$ cat src/rtl/fetch_unit_if.sv
// fetch_unit_if: fetch front-end bus carrying imem access, redirect and the decode handshake
interface fetch_unit_if;
  logic [63:0] imem_pc;
  logic [31:0] imem_instr;
  logic        redirect_valid;
  logic [63:0] redirect_pc;
  logic        out_valid;
  logic        out_ready;
  logic [31:0] out_instr;
  logic [63:0] out_pc;
  modport master (
    output imem_pc, out_valid, out_instr, out_pc,
    input  imem_instr, redirect_valid, redirect_pc, out_ready
  );
  modport slave (
    input  imem_pc, out_valid, out_instr, out_pc,
    output imem_instr, redirect_valid, redirect_pc, out_ready
  );
endinterface

$ cat src/rtl/fetch_unit.sv
// fetch_unit: fetch PC plus {pc,instr} FIFO toward decode; define FETCH_BYPASS_EN for the empty-FIFO bypass
module fetch_unit #(
  parameter logic [63:0] RESET_PC = 64'h0,
  parameter int          DEPTH    = 4
) (
  input logic          clk,
  input logic          rst,
  fetch_unit_if.master bus
);
  localparam int AW = $clog2(DEPTH);
  localparam logic [AW:0] FULL = (AW+1)'(DEPTH);
  logic [63:0]   fetch_pc;
  logic [AW-1:0] rd_ptr, wr_ptr;
  logic [AW:0]   count;
  logic [63:0]   pc_mem [DEPTH];
  logic [31:0]   instr_mem [DEPTH];
  logic empty, byp, pop, push, wr, rd;
  assign empty = count == '0;
`ifdef FETCH_BYPASS_EN
  assign byp = empty & ~bus.redirect_valid;
`else
  assign byp = 1'b0;
`endif
  assign bus.out_valid = (~empty | byp) & ~bus.redirect_valid;
  assign pop  = bus.out_valid & bus.out_ready;
  assign push = ~bus.redirect_valid & (count != FULL | pop);
  // a bypassed word taken by decode the same cycle never enters the FIFO
  assign wr = push & ~(byp & bus.out_ready);
  assign rd = pop & ~empty;
  assign bus.imem_pc   = fetch_pc;
  assign bus.out_instr = ~empty ? instr_mem[rd_ptr] : byp ? bus.imem_instr : '0;
  assign bus.out_pc    = ~empty ? pc_mem[rd_ptr] : byp ? fetch_pc : '0;
  always_ff @(posedge clk or negedge rst)
    if (!rst) begin
      fetch_pc <= RESET_PC;
      rd_ptr   <= '0;
      wr_ptr   <= '0;
      count    <= '0;
    end else if (bus.redirect_valid) begin
      fetch_pc <= bus.redirect_pc & ~64'h3;
      rd_ptr   <= '0;
      wr_ptr   <= '0;
      count    <= '0;
    end else begin
      if (push) fetch_pc <= fetch_pc + 64'd4;
      if (wr) wr_ptr <= wr_ptr + AW'(1);
      if (rd) rd_ptr <= rd_ptr + AW'(1);
      count <= count + (AW+1)'(wr) - (AW+1)'(rd);
    end
  always_ff @(posedge clk)
    if (wr) begin
      pc_mem[wr_ptr]    <= fetch_pc;
      instr_mem[wr_ptr] <= bus.imem_instr;
    end
endmodule
$ cat src/flat_wrapper.sv
// flat-port wrapper written by rule: the top's interface ports become plain ports
module fetch_unit_flat 
#(
  parameter logic [63:0] RESET_PC = 64'h0,
  parameter int          DEPTH    = 4
)
  (clk, rst, bus_imem_pc, bus_out_valid, bus_out_instr, bus_out_pc, bus_imem_instr, bus_redirect_valid, bus_redirect_pc, bus_out_ready);
  fetch_unit_if bus_i ();
  input logic clk;
  input logic rst;
  output wire logic [$bits(bus_i.imem_pc)-1:0] bus_imem_pc;
  output wire logic [$bits(bus_i.out_valid)-1:0] bus_out_valid;
  output wire logic [$bits(bus_i.out_instr)-1:0] bus_out_instr;
  output wire logic [$bits(bus_i.out_pc)-1:0] bus_out_pc;
  input wire logic [$bits(bus_i.imem_instr)-1:0] bus_imem_instr;
  input wire logic [$bits(bus_i.redirect_valid)-1:0] bus_redirect_valid;
  input wire logic [$bits(bus_i.redirect_pc)-1:0] bus_redirect_pc;
  input wire logic [$bits(bus_i.out_ready)-1:0] bus_out_ready;
  assign bus_imem_pc = bus_i.imem_pc;
  assign bus_out_valid = bus_i.out_valid;
  assign bus_out_instr = bus_i.out_instr;
  assign bus_out_pc = bus_i.out_pc;
  assign bus_i.imem_instr = bus_imem_instr;
  assign bus_i.redirect_valid = bus_redirect_valid;
  assign bus_i.redirect_pc = bus_redirect_pc;
  assign bus_i.out_ready = bus_out_ready;
  fetch_unit #(.RESET_PC(RESET_PC), .DEPTH(DEPTH)) u_core (.clk(clk), .rst(rst), .bus(bus_i));
endmodule
$ cat config.mk
export PLATFORM = sky130hd
export DESIGN_NAME = fetch_unit_flat
export DESIGN_NICKNAME = d
export VERILOG_FILES = /design/src/rtl/fetch_unit_if.sv /design/src/rtl/fetch_unit.sv /design/src/flat_wrapper.sv
export SDC_FILE = /design/constraint.sdc
export NUM_CORES = 1
export LEC_CHECK = 0
export CORE_ASPECT_RATIO = 1.4
export CORE_MARGIN = 2
export CORE_UTILIZATION = 30
export DETAILED_ROUTE_END_ITERATION = 16
export PLACE_DENSITY = 0.51
export SLEW_MARGIN = 20
export SYNTH_ARGS = -nofsm -noshare
export SYNTH_HDL_FRONTEND = slang
export SYNTH_SLANG_ARGS = --single-unit
$ cat constraint.sdc
create_clock -name clk -period 8.9 [get_ports clk]
set_input_delay 2.225 -clock clk [delete_from_list [all_inputs] [get_ports clk]]
set_output_delay 2.225 -clock clk [all_outputs]
set_load 0.05 [all_outputs]
==> notes.org <==
* Flow results

** Final layout
- Non-clk bufs :: 269
- Most numerous logic cells after layout :: sky130_fd_sc_hd__edfxtp_1, sky130_fd_sc_hd__clkdlybuf4s50_1, sky130_fd_sc_hd__and2_1
- Antenna diode count :: 0
- Area of all placed cells without fillers :: 23,100 um2
- Number of clock buffers in the layout :: 63
- There are about 450 flip-flops and latches.
- Inverters excl. clock :: 14
- Storage element area :: about 13,000 um2
- Per the run report, area growth between synthesis and finish was 27.0%.
- Per the layout area report, the sequential fraction of cell area is 0.563.
- Relative area of non-clock buffer cells in the final design :: 0.114
- The count of cells in the finished layout, fillers not included, comes to approximately 2,200.
- The post-route utilization of the core is recorded as 0.386.
- Total area of multi-input combinational cells :: 4940 um2

** Pwr
- Summing internal, switching and leakage power gives around 0.0074 W.
- Power in the clock group :: ~0.0019 W
- The analysis attributes to net switching a power of 0.00278 W.
- Peak supply drop :: ~0.21 mV
- In this run the static leakage power is between 7 and 8 nW.
- The share of total power dissipated in combinational logic is 0.378.
- Leading power group :: combinational cells
- Int Power :: 0.00466 W
- Power Combinational :: 0.00282 W
- Power Dens Cells :: ~320 nW/um2

** Setup path
- Cell chain of the critical path :: buf_4 > inv_2 > and2_1 > clkdlybuf4s50_1
- The largest single stage delay on the critical path is 0.84 ns.
- Number of gates on the worst path with buffers counted :: 4
- STA classifies the critical path startpoint as an input pin.
- Per the post-run analysis, buffers plus inverters along the critical path come to 3.

** Clocking
- Cts bufs inserted :: 45
- TritonCTS reports the number of clock sinks as between 400 and 500.
- Cells resized by post-CTS repair :: 0
- After clock tree synthesis, the flow added hold-fix buffers numbering 0.
- Number of H-tree branching levels :: 2
- The cell sitting at the root of the clock tree is a sky130_fd_sc_hd__clkbuf_16.
- At the later pin of the worst-skew pair, clock insertion delay measures 0.56 ns.

** STA
- Setup violations remaining at the end of the flow were counted as 0.
- Worst Hold Slack :: 0.570 ns
- For the pin with the worst max-slew slack, the measured transition is ~1.1 ns.
- Counting pins that exceed their max-slew limit in the final report gives 0.
- RSZ-0062 raised after global routing :: false
- Worst slew margin :: 0.247

** Global route
- Global routing finished with a remaining overflow of 0.
- Total routing resource utilization after global routing :: 0.155
- Routing resource usage on met3 recorded by global route was 0.0264.
- The via count of the first global-routing pass was 11,000.
- Pin count of the biggest net entering global routing :: ~69

** Detailed routing
- Routed met2 length :: 25,500 um
- Per the detail_route report, DRC violations left total 0.
- In this run the top signal layer used is met5.
- Routed metal-1 wirelength :: 19,900 um
- After the first detailed-routing iteration, the DRC count stood at between 400 and 500.

** Logic synthesis
- Post-synthesis instance area :: roughly 18,000 um2
- The cell-mix breakdown from Yosys lists the compound-gate area share as 0.0251.
- Most used standard cells in the synthesized netlist :: sky130_fd_sc_hd__edfxtp_1, sky130_fd_sc_hd__and2_1, sky130_fd_sc_hd__mux4_2
- Share of synthesized area occupied by flip-flops and latches :: 0.714
- Mapped Avg Cell Area :: 17.1 um2
- Synth Area in Simple Gates :: 0.0969
- The cell-mix breakdown from Yosys lists the XOR/XNOR area share as 0.0216.
- Synth mux share :: 0.118
- In the synthesized netlist the async set-or-reset flop fraction comes to 0.155.
- The synthesized design contains 376 enable-type register cells.
- Post-Syn Instances :: 1,064
- Synth top area share :: 0.620

** Floorplan
- According to the floorplan report, the die height is 296 um.
- The floorplan report gives the top-level pin count as 261.
- Tapcells :: 810

** Placement
- For this run the detailed placement stage logged an HPWL of roughly 30,000 um.
- The placement report lists the number of port buffers as about 250.
- Cell Count Post-Placement :: roughly 2,100

** Outcome
- The flow ran to the end, and the final reports show no timing, DRC or antenna violations.

** Job
- Number of warnings in the stage logs :: 31

** Hold path
- According to the hold report, the worst path is of the reg2reg type.
- Hold-critical path endpoint :: u_core.wr_ptr[1]
layer_met1.png
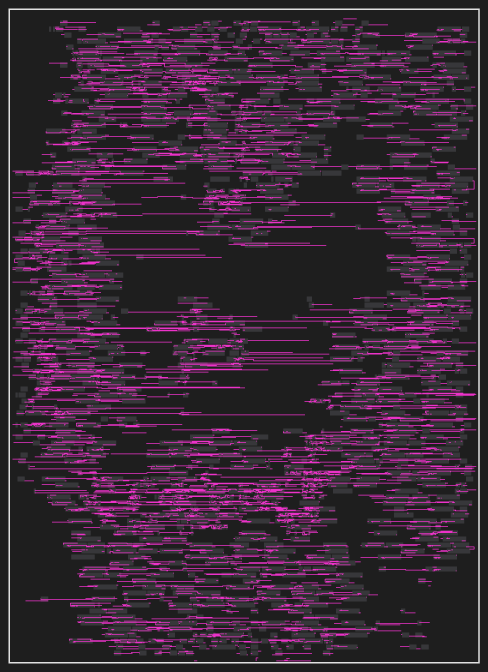
wire length on this layer: 19,900 um
nets with wire on the layer: 1,291
main direction: horizontal
grt met1 use: 0.185
aggregate routed wire length: 48,500 um
routed vias: 10,400

layer_met2.png
The bar under the picture is 50 um long.
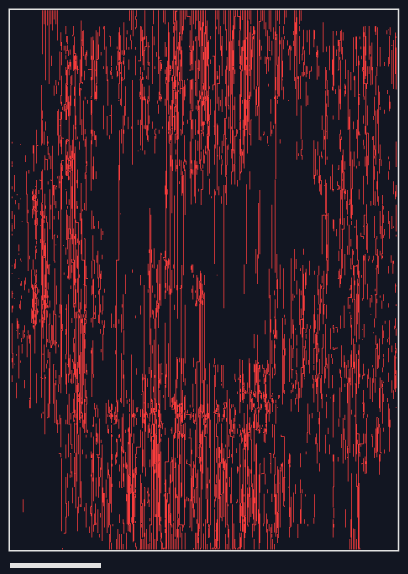
wire length on this layer: 25.5 mm
nets with wire on the layer: 1,261
main direction: vertical
global routing usage on met2: 0.283

Power and IR drop assume default switching activity.
